[src/rtl/core_config_pkg.sv]
`default_nettype none
// ============================================================================
// core_config_pkg -- core-wide widths and CSR execution types
// Revision: 1.0
// ============================================================================
package core_config_pkg;

  localparam int CFG_XLEN       = 32;
  localparam int CFG_CSR_ADDR_W = 12;
  localparam int CFG_TAG_W      = 6;

  // Address bits [11:10] == 2'b11 mark a read-only CSR
  localparam logic [1:0] CSR_RO_PREFIX = 2'b11;

  // Encoding follows the funct3 field of the Zicsr instructions
  typedef enum logic [2:0] {
    CSR_RW  = 3'd1,
    CSR_RS  = 3'd2,
    CSR_RC  = 3'd3,
    CSR_RWI = 3'd5,
    CSR_RSI = 3'd6,
    CSR_RCI = 3'd7
  } csr_op_t;

  typedef enum logic [1:0] {
    ST_IDLE   = 2'd0,
    ST_READ   = 2'd1,
    ST_MODIFY = 2'd2,
    ST_RESP   = 2'd3
  } csr_state_t;

  function automatic logic op_always_writes(input csr_op_t op);
    return (op == CSR_RW) || (op == CSR_RWI);
  endfunction

endpackage
`default_nettype wire

[src/rtl/csr_exec_if.sv]
`default_nettype none
// ============================================================================
// csr_exec_if -- issue, writeback and CSR-file port bundle of csr_exec_unit
// Revision: 1.0
// ============================================================================
interface csr_exec_if
  import core_config_pkg::*;
#(
  parameter int XLEN       = CFG_XLEN,
  parameter int CSR_ADDR_W = CFG_CSR_ADDR_W,
  parameter int TAG_W      = CFG_TAG_W
) ();

  logic                  in_valid;
  logic                  in_ready;
  csr_op_t               in_op;
  logic [CSR_ADDR_W-1:0] in_addr;
  logic [XLEN-1:0]       in_src;
  logic                  in_src_zero;
  logic [TAG_W-1:0]      in_tag;

  logic [CSR_ADDR_W-1:0] csr_ra;
  logic [XLEN-1:0]       csr_rd;
  logic                  csr_err;
  logic [CSR_ADDR_W-1:0] csr_wa;
  logic [XLEN-1:0]       csr_wd;
  logic                  csr_we;

  logic                  out_valid;
  logic                  out_ready;
  logic [XLEN-1:0]       out_data;
  logic [TAG_W-1:0]      out_tag;
  logic                  out_exc;

  modport master (
    output in_valid, in_op, in_addr, in_src, in_src_zero, in_tag,
    input  in_ready,
    input  csr_ra, csr_wa, csr_wd, csr_we,
    output csr_rd, csr_err,
    input  out_valid, out_data, out_tag, out_exc,
    output out_ready
  );

  modport slave (
    input  in_valid, in_op, in_addr, in_src, in_src_zero, in_tag,
    output in_ready,
    output csr_ra, csr_wa, csr_wd, csr_we,
    input  csr_rd, csr_err,
    output out_valid, out_data, out_tag, out_exc,
    input  out_ready
  );

endinterface
`default_nettype wire

[src/rtl/csr_modify_alu.sv]
`default_nettype none
// ============================================================================
// csr_modify_alu -- new CSR value from old value, source operand and op
// Revision: 1.0
// ============================================================================
module csr_modify_alu
  import core_config_pkg::*;
#(
  parameter int XLEN = CFG_XLEN
) (
  input  csr_op_t         op,
  input  logic [XLEN-1:0] old,
  input  logic [XLEN-1:0] src,
  output logic [XLEN-1:0] new_val
);

  always_comb begin
    new_val = old;
    case (op)
      CSR_RW, CSR_RWI: new_val = src;
      CSR_RS, CSR_RSI: new_val = old | src;
      CSR_RC, CSR_RCI: new_val = old & ~src;
      default:         new_val = old;
    endcase
  end

endmodule
`default_nettype wire

[src/rtl/csr_exec_unit.sv]
`default_nettype none
// ============================================================================
// csr_exec_unit -- Zicsr read-modify-write stage, one op in flight
// Revision: 1.0
// ============================================================================
module csr_exec_unit
  import core_config_pkg::*;
#(
  parameter int XLEN       = CFG_XLEN,
  parameter int CSR_ADDR_W = CFG_CSR_ADDR_W,
  parameter int TAG_W      = CFG_TAG_W
) (
  input  logic         clk,
  input  logic         rst,
  input  logic         clk_en,
  input  logic         flush,
  csr_exec_if.slave    bus
);

  localparam logic [1:0] S_IDLE   = ST_IDLE;
  localparam logic [1:0] S_READ   = ST_READ;
  localparam logic [1:0] S_MODIFY = ST_MODIFY;
  localparam logic [1:0] S_RESP   = ST_RESP;

  logic [1:0]            r_state;
  csr_op_t               r_op;
  logic [CSR_ADDR_W-1:0] r_addr;
  logic [XLEN-1:0]       r_src;
  logic                  r_src_zero;
  logic [TAG_W-1:0]      r_tag;
  logic [XLEN-1:0]       r_old;
  logic                  r_exc;

  logic                  w_in_read;
  logic                  w_in_modify;
  logic                  w_in_resp;
  logic                  w_do_write;
  logic                  w_ro_viol;
  logic [XLEN-1:0]       w_new;

  assign w_in_read   = (r_state == S_READ);
  assign w_in_modify = (r_state == S_MODIFY);
  assign w_in_resp   = (r_state == S_RESP);

  assign w_do_write = op_always_writes(r_op) || !r_src_zero;
  assign w_ro_viol  = w_do_write && (r_addr[CSR_ADDR_W-1 -: 2] == CSR_RO_PREFIX);

  csr_modify_alu #(
    .XLEN (XLEN)
  ) u_alu (
    .op      (r_op),
    .old     (bus.csr_rd),
    .src     (r_src),
    .new_val (w_new)
  );

  // Read address is held through MODIFY so a clk_en stall re-reads the same CSR
  assign bus.csr_ra = (w_in_read || w_in_modify) ? r_addr : '0;
  assign bus.csr_wa = w_in_modify ? r_addr : '0;
  assign bus.csr_wd = w_in_modify ? w_new : '0;
  assign bus.csr_we = w_in_modify && w_do_write && !bus.csr_err && !w_ro_viol
                      && !flush && clk_en;

  assign bus.in_ready  = (r_state == S_IDLE);
  assign bus.out_valid = w_in_resp;
  assign bus.out_data  = (w_in_resp && !r_exc) ? r_old : '0;
  assign bus.out_tag   = w_in_resp ? r_tag : '0;
  assign bus.out_exc   = w_in_resp && r_exc;

  always_ff @(posedge clk) begin
    if (rst) begin
      r_state    <= S_IDLE;
      r_op       <= CSR_RW;
      r_addr     <= '0;
      r_src      <= '0;
      r_src_zero <= 1'b0;
      r_tag      <= '0;
      r_old      <= '0;
      r_exc      <= 1'b0;
    end else if (clk_en) begin
      if (flush) begin
        r_state <= S_IDLE;
      end else begin
        case (r_state)
          S_IDLE: begin
            if (bus.in_valid) begin
              r_op       <= bus.in_op;
              r_addr     <= bus.in_addr;
              r_src      <= bus.in_src;
              r_src_zero <= bus.in_src_zero;
              r_tag      <= bus.in_tag;
              r_state    <= S_READ;
            end
          end
          S_READ: begin
            r_state <= S_MODIFY;
          end
          S_MODIFY: begin
            r_old   <= bus.csr_rd;
            r_exc   <= bus.csr_err || w_ro_viol;
            r_state <= S_RESP;
          end
          S_RESP: begin
            if (bus.out_ready) r_state <= S_IDLE;
          end
          default: begin
            r_state <= S_IDLE;
          end
        endcase
      end
    end
  end

endmodule
`default_nettype wire

[src/flat_wrapper.sv]
// flat-port wrapper written by rule: the top's interface ports become plain ports
module csr_exec_unit_flat import core_config_pkg::*;
#(
  parameter int XLEN       = CFG_XLEN,
  parameter int CSR_ADDR_W = CFG_CSR_ADDR_W,
  parameter int TAG_W      = CFG_TAG_W
)
  (clk, rst, clk_en, flush, bus_in_valid, bus_in_op, bus_in_addr, bus_in_src, bus_in_src_zero, bus_in_tag, bus_in_ready, bus_csr_ra, bus_csr_wa, bus_csr_wd, bus_csr_we, bus_csr_rd, bus_csr_err, bus_out_valid, bus_out_data, bus_out_tag, bus_out_exc, bus_out_ready);
  csr_exec_if #(.XLEN(XLEN), .CSR_ADDR_W(CSR_ADDR_W), .TAG_W(TAG_W)) bus_i ();
  input  logic clk;
  input  logic rst;
  input  logic clk_en;
  input  logic flush;
  input wire logic [$bits(bus_i.in_valid)-1:0] bus_in_valid;
  input wire logic [$bits(bus_i.in_op)-1:0] bus_in_op;
  input wire logic [$bits(bus_i.in_addr)-1:0] bus_in_addr;
  input wire logic [$bits(bus_i.in_src)-1:0] bus_in_src;
  input wire logic [$bits(bus_i.in_src_zero)-1:0] bus_in_src_zero;
  input wire logic [$bits(bus_i.in_tag)-1:0] bus_in_tag;
  output wire logic [$bits(bus_i.in_ready)-1:0] bus_in_ready;
  output wire logic [$bits(bus_i.csr_ra)-1:0] bus_csr_ra;
  output wire logic [$bits(bus_i.csr_wa)-1:0] bus_csr_wa;
  output wire logic [$bits(bus_i.csr_wd)-1:0] bus_csr_wd;
  output wire logic [$bits(bus_i.csr_we)-1:0] bus_csr_we;
  input wire logic [$bits(bus_i.csr_rd)-1:0] bus_csr_rd;
  input wire logic [$bits(bus_i.csr_err)-1:0] bus_csr_err;
  output wire logic [$bits(bus_i.out_valid)-1:0] bus_out_valid;
  output wire logic [$bits(bus_i.out_data)-1:0] bus_out_data;
  output wire logic [$bits(bus_i.out_tag)-1:0] bus_out_tag;
  output wire logic [$bits(bus_i.out_exc)-1:0] bus_out_exc;
  input wire logic [$bits(bus_i.out_ready)-1:0] bus_out_ready;
  assign bus_i.in_valid = bus_in_valid;
  assign bus_i.in_op = bus_in_op;
  assign bus_i.in_addr = bus_in_addr;
  assign bus_i.in_src = bus_in_src;
  assign bus_i.in_src_zero = bus_in_src_zero;
  assign bus_i.in_tag = bus_in_tag;
  assign bus_in_ready = bus_i.in_ready;
  assign bus_csr_ra = bus_i.csr_ra;
  assign bus_csr_wa = bus_i.csr_wa;
  assign bus_csr_wd = bus_i.csr_wd;
  assign bus_csr_we = bus_i.csr_we;
  assign bus_i.csr_rd = bus_csr_rd;
  assign bus_i.csr_err = bus_csr_err;
  assign bus_out_valid = bus_i.out_valid;
  assign bus_out_data = bus_i.out_data;
  assign bus_out_tag = bus_i.out_tag;
  assign bus_out_exc = bus_i.out_exc;
  assign bus_i.out_ready = bus_out_ready;
  csr_exec_unit #(.XLEN(XLEN), .CSR_ADDR_W(CSR_ADDR_W), .TAG_W(TAG_W)) u_core (.clk(clk), .rst(rst), .clk_en(clk_en), .flush(flush), .bus(bus_i));
endmodule
[config.mk]
export PLATFORM = sky130hd
export DESIGN_NAME = csr_exec_unit_flat
export DESIGN_NICKNAME = d
export VERILOG_FILES = /design/src/rtl/core_config_pkg.sv /design/src/rtl/csr_exec_if.sv /design/src/rtl/csr_modify_alu.sv /design/src/rtl/csr_exec_unit.sv /design/src/flat_wrapper.sv
export SDC_FILE = /design/constraint.sdc
export NUM_CORES = 1
export LEC_CHECK = 0
export ABC_AREA = 1
export CORE_MARGIN = 10
export CORE_UTILIZATION = 45
export CTS_CLUSTER_DIAMETER = 100
export DETAILED_ROUTE_END_ITERATION = 8
export PLACE_DENSITY = 0.86
export SLEW_MARGIN = 5
export SYNTH_ARGS = -nofsm -noshare
export SYNTH_HDL_FRONTEND = slang
export SYNTH_SLANG_ARGS = --single-unit
[constraint.sdc]
create_clock -name clk -period 4.2 [get_ports clk]
set_input_delay 0.84 -clock clk [delete_from_list [all_inputs] [get_ports clk]]
set_output_delay 0.84 -clock clk [all_outputs]
set_load 0.03 [all_outputs]
Run 1, cell area per tile:
12 x 12 tiles, from black (low) to pale yellow (high), 0 to 100% covered.
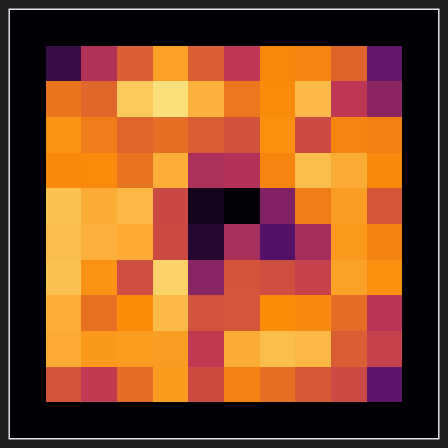
fullest tile: 93%
mean over tiles: 45%
densest ninth of the die: left middle
nearly empty tiles: 31%
tiles over 75% full: 24%

Run 1, register map, names as in the netlist:
Bar = 20 µm. Other sequential cells in the stronger grey, the rest of the logic in the fainter grey.
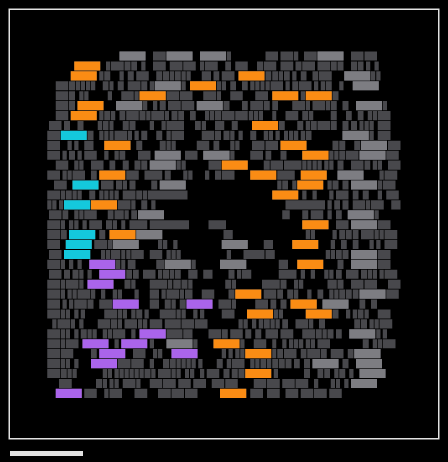
legend:
  cyan:
    netlist_name: u_core.r_tag
    sequential_cells: 6
    where: left middle
  purple:
    netlist_name: u_core.r_addr
    sequential_cells: 12
    where: bottom left
  orange:
    netlist_name: u_core.r_src
    sequential_cells: 32
not coloured: 38

Run 1, wiring by layer:
Bar = 20 µm. Only two layers are drawn.
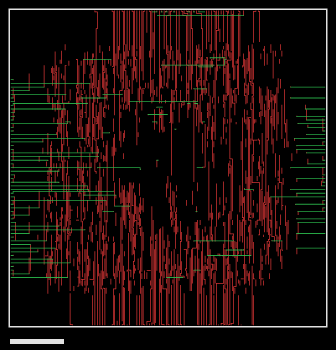
legend:
  red:
    layer: metal 2
    wire_length: 6950 µm
  green:
    layer: metal 3
    wire_length: 1160 µm

Run 1, cells coloured by class:
Bar = 20 µm. Fill, decap, tap and diode cells in grey.
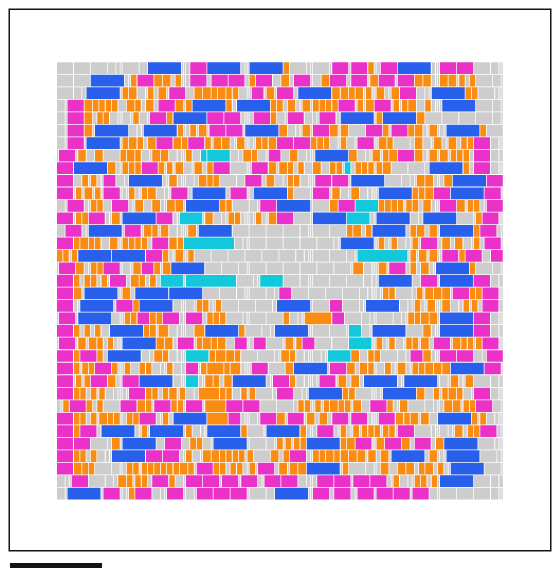
legend:
  blue:
    class: flops
    cells: 88
    share_of_their_area: 29%
  magenta:
    class: other buffers and delay cells
    cells: 198
    share_of_their_area: 31%
  cyan:
    class: clock drivers and dummy loads
    cells: 16
    share_of_their_area: 3.8%
  orange:
    class: combinational and other logic
    cells: 517
    share_of_their_area: 36%

==> results.py, run 1 <==
# Auto-generated metrics
metrics = {
    "placement": {
        "place.gp.congestion": 0.770,
        "detailed_place.area_um2": 6100,
        "dpl.cell_count": 932,
    },
    "cells_and_area": {
        "largest_class": "combinational gates",
        "synthToLayoutAreaGrowth_pct": 48.7,
        "stdcell_count": 948,
        "drive_gt1_frac": 0.0415,
        "n_all_buffers": 198,
        "clock_buffers": 11,
        "comb_area_frac": 0.308,
        "antenna_cells": 0,
        "seq_cells": 88,
        "buffer_area_frac": 0.307,
        "clk_share": 0.0373,
        "utilization": 0.686,
        "fin_area_um2": 6340,
    },
    "yosys": {
        "synth_warnings": 0,
        "synth_cell_types": 19,
        "syn_area_per_cell_um2": 6.54,
        "yosys_cells": 652,
        "logic_family": "simple AND/OR/NAND/NOR gates",
        "synth_chip_area_um2": 4260,
        "synth.cell_area_um2": 4260,
        "yosys_register_bits": 88,
        "syn_nets": 748,
        "simple_gate_area_frac": 0.264,
        "top_area_cell": "dfxtp_1",
        "top_cells_by_count": "nor2_1 (137), nand2_1 (107), dfxtp_1 (88)",
        "synth-edff-count": 0,
        "syn_inst": 652,
    },
    "timing": {
        "fin_setup_tns_ps": 0,
        "rsz0062_at_grt": "false",
        "fin_ws_ps": 617,
        "fin_hold_ws_ps": 457,
        "worst_pin_slew_ps": 1170,
        "finalClockPeriodUsage": 0.853,
        "fin_skew_ps": 14.6,
    },
    "detailed_routing": {
        "wire_per_inst_um": 14.8,
        "ant_nets": 0,
        "wl_met1_um": 5510,
        "dr_wl_met3_um": 1160,
        "wl_met2_um": 6950,
        "drtPass1Iterations": 8,
        "highest_layer": "met4",
        "routed_wl_um": 14000,
        "drc_errors": 0,
    },
    "clock_tree": {
        "post_cts_resize_count": 0,
        "path_clk_slew_ps": 80,
        "root_buffer": "clkbuf_8",
        "hold_buffers": 0,
        "post_cts_buffers": 0,
        "clk-insertion-delay-late_ps": 350,
        "htree_levels": 3,
        "cts.sinks": 88,
    },
    "worst_setup_path": {
        "crit_path_start": "u_core.r_state[0]$_SDFFE_PP0P_",
        "crit_family": "buffers and inverters",
        "r2r_end": "u_core.r_old[10]$_SDFFE_PP0P_",
        "critical_path_class": "flip-flop to primary output",
        "cpMostUsedCell": "inv_1",
        "cp.arrival_ps": 2740,
        "rrSetupSlack_ps": 2300,
        "cp_max_fo": 32,
        "worstPathRequired_ps": 3360,
        "cp.depth": 6,
        "worstSetupEndpointType": "primary output",
        "r2r_cells": 7,
    },
    "floorplan": {
        "chipArea_um2": 13800,
        "io_pins": 191,
        "n_tap_cell": 129,
    },
    "flow_run": {
        "maxCapViolations": 0,
        "tool_warnings": 29,
    },
    "power": {
        "power_sequential_w": 0.000883,
        "vdd_drop_max_mv": 0.211,
        "switchingPower_w": 0.000436,
        "swShare": 0.240,
        "comb-power_w": 0.000239,
        "p_clk_w": 0.000695,
        "power.internal_w": 0.00138,
        "fin_total_pwr_w": 0.00182,
        "power_density_nw_per_um2": 287,
    },
    "grt": {
        "track_usage": 0.194,
        "grt_pass1_wl_um": 22600,
        "globalRouteMet2Util": 0.338,
        "grt_pass1_vias": 4420,
        "grt_use_met1": 0.209,
        "antenna_found_initial": 0,
    },
    "outcome": {
        "status": "completed",
    },
    "min_path": {
        "worstHoldPathType": "flip-flop to flip-flop",
        "worstHoldEndpoint": "u_core.r_old[1]$_SDFFE_PP0P_",
    },
}
==> inputs of run 2 (changes only) <==
Settings changed: TNS_END_PERCENT set to 5.
Run 2, routing congestion:
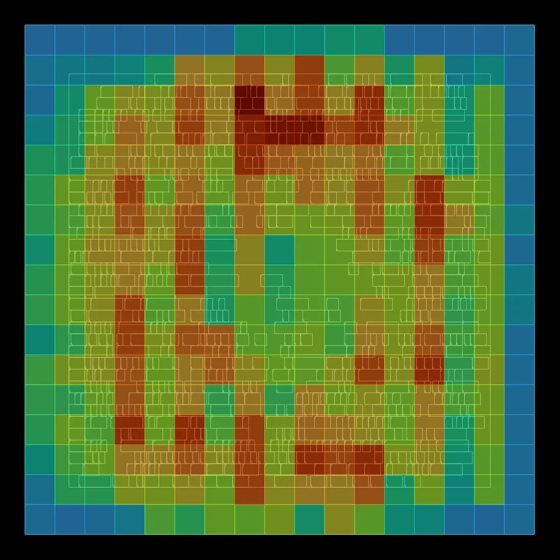
GRT met2 Usage: 0.338
GR peak layer: met2
WL per Instance: 14.8 µm
Post-Route Utilization: 0.686

Run 2, cells coloured by class:
Bar = 20 µm. Fill, decap, tap and diode cells in grey.
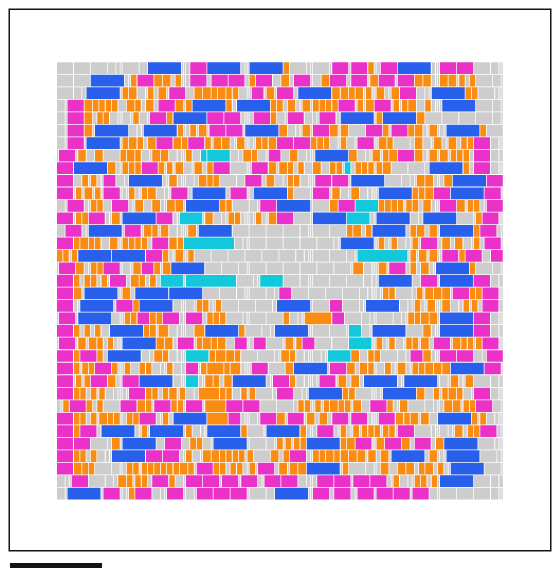
legend:
  blue:
    class: flops
    cells: 88
    share_of_their_area: 29%
  magenta:
    class: other buffers and delay cells
    cells: 198
    share_of_their_area: 31%
  orange:
    class: combinational and other logic
    cells: 517
    share_of_their_area: 36%
  cyan:
    class: clock drivers and dummy loads
    cells: 16
    share_of_their_area: 3.8%

==> run 2 against run 1 <==
Compared with the run above:
- maximum frequency unchanged
- final area unchanged
- largest power group unchanged
- die area unchanged
- routed wire length unchanged
- total power unchanged
- sequential power about the same
- clock skew unchanged
- register-to-register slack about the same
- combinational power about the same
- critical endpoint unchanged
- count of clock-buffer cells in the layout unchanged
- synthesized cell count unchanged
==> results.py, run 2 <==
# Auto-generated metrics
metrics = {
    "outcome": {
        "status": "completed",
    },
    "cells_and_area": {
        "layout_top_cells": "clkdlybuf4s50_1 (183), nor2_1 (137), nand2_1 (107)",
        "comb_area_um2": 1960,
        "comb_area_frac": 0.308,
        "clk_share": 0.0373,
        "reg_top3": "u_core.r_old (32), u_core.r_src (32), u_core.r_addr (12)",
        "drive_gt1_frac": 0.0415,
        "n_all_buffers": 198,
        "seq_cells": 88,
        "clock_buffers": 11,
        "stdcell_count": 948,
        "antenna_cells": 0,
        "buffer_area_frac": 0.307,
        "largest_class": "combinational gates",
        "synthToLayoutAreaGrowth_pct": 48.7,
    },
    "floorplan": {
        "initCoreUtil": 0.461,
        "n_tap_cell": 129,
        "io_pins": 191,
        "chipArea_um2": 13800,
    },
    "grt": {
        "gr-total-overflow": 0,
        "antenna_found_initial": 0,
        "grt_pass1_vias": 4420,
        "track_usage": 0.194,
        "grt_pass1_wl_um": 22600,
    },
    "worst_setup_path": {
        "r2r_end": "u_core.r_old[10]$_SDFFE_PP0P_",
        "worstSetupEndpointType": "primary output",
        "cp_max_fo": 32,
        "cpMostUsedCell": "inv_1",
        "rrSetupSlack_ps": 2300,
        "crit_family": "buffers and inverters",
        "cp.arrival_ps": 2740,
        "critical_path_class": "flip-flop to primary output",
        "cp_cell_sequence": "inv_1, ha_1, buf_4, inv_1, a21oi_1, clkdlybuf4s50_1",
        "r2r_cells": 7,
        "crit_path_start": "u_core.r_state[0]$_SDFFE_PP0P_",
        "cp.depth": 6,
        "worstPathRequired_ps": 3360,
    },
    "detailed_routing": {
        "dr_wl_met3_um": 1160,
        "drtPass1Iterations": 8,
        "ant_nets": 0,
        "drc_errors": 0,
        "drt_first_iter_violations": 292,
        "wl_met2_um": 6950,
        "highest_layer": "met4",
    },
    "min_path": {
        "worstHoldPathType": "flip-flop to flip-flop",
        "worstHoldEndpoint": "u_core.r_old[1]$_SDFFE_PP0P_",
        "whs_path_depth": 2,
    },
    "timing": {
        "fin_ws_ps": 617,
        "fin_hold_ws_ps": 457,
        "fin_skew_ps": 14.6,
        "period_needed_ps": 3580,
        "fin_setup_tns_ps": 0,
        "finalClockPeriodUsage": 0.853,
        "setup_violations": 0,
        "rsz0062_at_grt": "false",
        "worst_pin_slew_ps": 1170,
    },
    "power": {
        "power.leakage_nw": 2.41,
        "fin_total_pwr_w": 0.00182,
        "comb-power_w": 0.000239,
        "vdd_drop_max_mv": 0.211,
        "power.internal_w": 0.00138,
        "pwr-share-clk": 0.383,
        "switchingPower_w": 0.000436,
        "power_density_nw_per_um2": 287,
        "p_clk_w": 0.000695,
        "swShare": 0.240,
        "power_sequential_w": 0.000883,
    },
    "yosys": {
        "synth-edff-count": 0,
        "top_cells_by_count": "nor2_1 (137), nand2_1 (107), dfxtp_1 (88)",
        "simple_gate_area_frac": 0.264,
        "synth_warnings": 0,
        "synth_cell_types": 19,
        "syn_inst": 652,
        "syn_nets": 748,
        "syn_area_per_cell_um2": 6.54,
        "synth_chip_area_um2": 4260,
        "yosys_register_bits": 88,
        "synthArstFlopShare": 0,
        "yosys_cells": 652,
        "top_area_cell": "dfxtp_1",
    },
    "clock_tree": {
        "htree_levels": 3,
        "cts.sinks": 88,
        "post_cts_buffers": 0,
        "root_buffer": "clkbuf_8",
        "hold_buffers": 0,
        "clk-insertion-delay-late_ps": 350,
        "path_clk_slew_ps": 80,
        "post_cts_resize_count": 0,
    },
    "placement": {
        "dpl.cell_count": 932,
        "place.gp.congestion": 0.770,
        "detailed_place.area_um2": 6100,
    },
    "flow_run": {
        "maxCapViolations": 0,
        "tool_warnings": 29,
    },
}
Run 2, cell area per tile:
12 x 12 tiles, from black (low) to pale yellow (high), 0 to 100% covered.
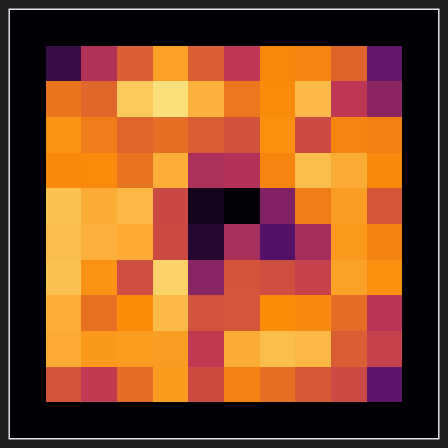

==> inputs of run 3 (changes only) <==
Settings changed: CORE_UTILIZATION 45 to 42, PLACE_DENSITY 0.86 to 0.81, SETUP_SLACK_MARGIN set to 0.3.
Clock period 4.2 ns to 3.4 ns, I/O delays scaled along.
Run 3, cell area per tile:
12 x 12 tiles, from black (low) to pale yellow (high), 0 to 100% covered.
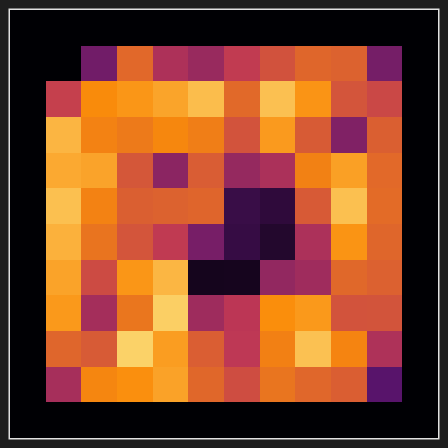
tiles over 75% full: 18%
densest ninth of the die: left middle
nearly empty tiles: 31%

Run 3, wiring by layer:
Bar = 20 µm. Only two layers are drawn.
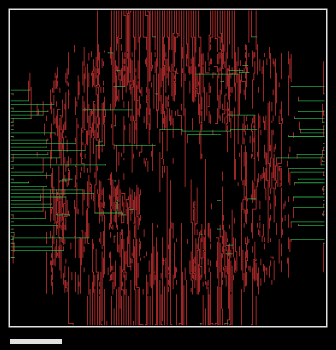
legend:
  red:
    layer: metal 2
    wire_length: 7320 µm
  green:
    layer: metal 3
    wire_length: 919 µm

==> run 3 against run 2 <==
Compared with the run above:
- final cell count rose by 0.53%
- final area fell by 1.8%
- utilization is 5.2 points lower
- sequential power rose by 23%
- via count fell by 0.13%
- register-to-register slack lost 850 ps
- critical path depth unchanged
- synthesized area did not move
- clock power shrank 6.8%
- critical endpoint is now bus_csr_wd[15]
- largest cell class unchanged
- highest routed layer unchanged
==> results.py, run 3 <==
# Auto-generated metrics
metrics = {
    "outcome": {
        "status": "completed",
    },
    "worst_setup_path": {
        "cp_cell_sequence": "inv_1, nand2_1, buf_4, nand3_1, a21oi_1, buf_4",
        "r2r_end": "u_core.r_old[4]$_SDFFE_PP0P_",
        "crit_end": "bus_csr_wd[15]",
        "critical_path_class": "flip-flop to primary output",
        "cp.depth": 6,
        "cp_slowest_stage_delay_ps": 610,
        "r2r_cells": 6,
        "worstPathRequired_ps": 2720,
        "cpMostUsedCell": "buf_4",
        "cp.arrival_ps": 2290,
        "critical_path_buf_inv_count": 3,
        "worstSetupEndpointType": "primary output",
        "crit_family": "buffers and inverters",
        "rrSetupSlack_ps": 1450,
        "crit_path_start": "u_core.r_op[1]$_SDFFE_PP0P_",
        "cp_max_fo": 21,
    },
    "clock_tree": {
        "post_cts_buffers": 0,
        "cts.sinks": 88,
        "clock_path_buffers": 2,
        "path_clk_slew_ps": 80,
        "post_cts_resize_count": 2,
        "hold_buffers": 0,
        "root_buffer": "clkbuf_8",
        "clk-insertion-delay-late_ps": 350,
        "cts_tree": "yes",
        "htree_levels": 3,
        "numCtsBuffers": 9,
    },
    "placement": {
        "portBuffers": 189,
        "place_ws_ps": 464,
        "dpl.cell_count": 937,
        "place.gp.congestion": 0.783,
        "detailed_place.area_um2": 6060,
    },
    "timing": {
        "fin_hold_ws_ps": 452,
        "report.final.slew_viol_count": 0,
        "final-hold-violation-count": 0,
        "period_needed_ps": 2970,
        "rsz0062_at_grt": "true",
        "worst_pin_slew_ps": 662,
        "setup_violations": 0,
        "finalClockPeriodUsage": 0.875,
        "relSlewSlack": 0.558,
        "fin_ws_ps": 425,
        "fin_setup_tns_ps": 0,
        "fmax_mhz": 336,
        "fin_skew_ps": 6.98,
    },
    "cells_and_area": {
        "fin_area_um2": 6230,
        "synthToLayoutAreaGrowth_pct": 46.1,
        "n_all_buffers": 199,
        "comb_area_frac": 0.314,
        "seq_cells": 88,
        "buffer_area_frac": 0.304,
        "fillers": 922,
        "layout_top_cell": "clkdlybuf4s50_1",
        "seq_share": 0.283,
        "antenna_cells": 0,
        "utilization": 0.634,
        "comb_area_um2": 1960,
        "stdcell_count": 953,
        "clk_share": 0.0267,
        "layout_top_cells": "clkdlybuf4s50_1 (153), nor2_1 (137), nand2_1 (107)",
        "reg_top3": "u_core.r_old (32), u_core.r_src (32), u_core.r_addr (12)",
        "drive_gt1_frac": 0.0768,
        "largest_class": "combinational gates",
        "clock_buffers": 13,
    },
    "detailed_routing": {
        "wl_met2_um": 7320,
        "drtPass1Iterations": 5,
        "dr_wl_met3_um": 919,
        "wire_per_inst_um": 15.0,
        "routed_wl_um": 14300,
        "drc_errors": 0,
        "highest_layer": "met4",
        "wl_met1_um": 5840,
        "ant_nets": 0,
        "via_count": 4604,
        "drt_first_iter_violations": 320,
        "detail_route.vias_per_cell": 4.83,
    },
    "floorplan": {
        "io_pins": 191,
        "initCoreUtil": 0.434,
        "chipArea_um2": 14600,
        "core_region_area_um2": 9820,
        "n_tap_cell": 133,
    },
    "yosys": {
        "yosysMostFrequentCell": "nor2_1",
        "synth.cell_area_um2": 4260,
        "top_area_cell": "dfxtp_1",
        "ys_sh_aoi": 0.181,
        "simple_gate_area_frac": 0.264,
        "synth-xor-area-share": 0.00381,
        "top_cells_by_count": "nor2_1 (137), nand2_1 (107), dfxtp_1 (88)",
        "fa_ha_area_frac": 0.00880,
        "syn_nets": 748,
        "syn_area_per_cell_um2": 6.54,
        "syn_inst": 652,
        "logic_family": "simple AND/OR/NAND/NOR gates",
        "synth_cell_types": 19,
        "yosys_cells": 652,
        "ys_seq_frac": 0.413,
        "synthArstFlopShare": 0,
        "synth_chip_area_um2": 4260,
        "synth-edff-count": 0,
        "synth_warnings": 0,
        "yosysTopAreaCellShare": 0.413,
        "yosys_register_bits": 88,
    },
    "power": {
        "power_sequential_w": 0.00109,
        "power_leader": "sequential cells",
        "switchingPower_w": 0.000534,
        "swShare": 0.262,
        "pwr-share-clk": 0.318,
        "power_density_nw_per_um2": 327,
        "power.leakage_nw": 2.47,
        "comb-power_w": 0.000295,
        "power.internal_w": 0.00150,
        "fin_total_pwr_w": 0.00203,
        "vdd_drop_max_mv": 0.277,
        "p_clk_w": 0.000648,
    },
    "flow_run": {
        "tool_warnings": 31,
        "maxCapViolations": 0,
    },
    "grt": {
        "grtUsageMet3": 0.0549,
        "grt_max_degree": 67,
        "gr-total-overflow": 0,
        "grt_pass1_wl_um": 22800,
        "antenna_found_initial": 0,
        "globalRouteMet2Util": 0.347,
        "grt_pass1_vias": 4639,
        "grt_use_met1": 0.202,
        "track_usage": 0.189,
        "top_usage_layer": "met2",
    },
    "min_path": {
        "whs_path_depth": 2,
        "worstHoldPathType": "flip-flop to flip-flop",
        "hold_start": "u_core.r_old[13]$_SDFFE_PP0P_",
        "worstHoldEndpoint": "u_core.r_old[13]$_SDFFE_PP0P_",
    },
}
Power and IR drop assume default switching activity.
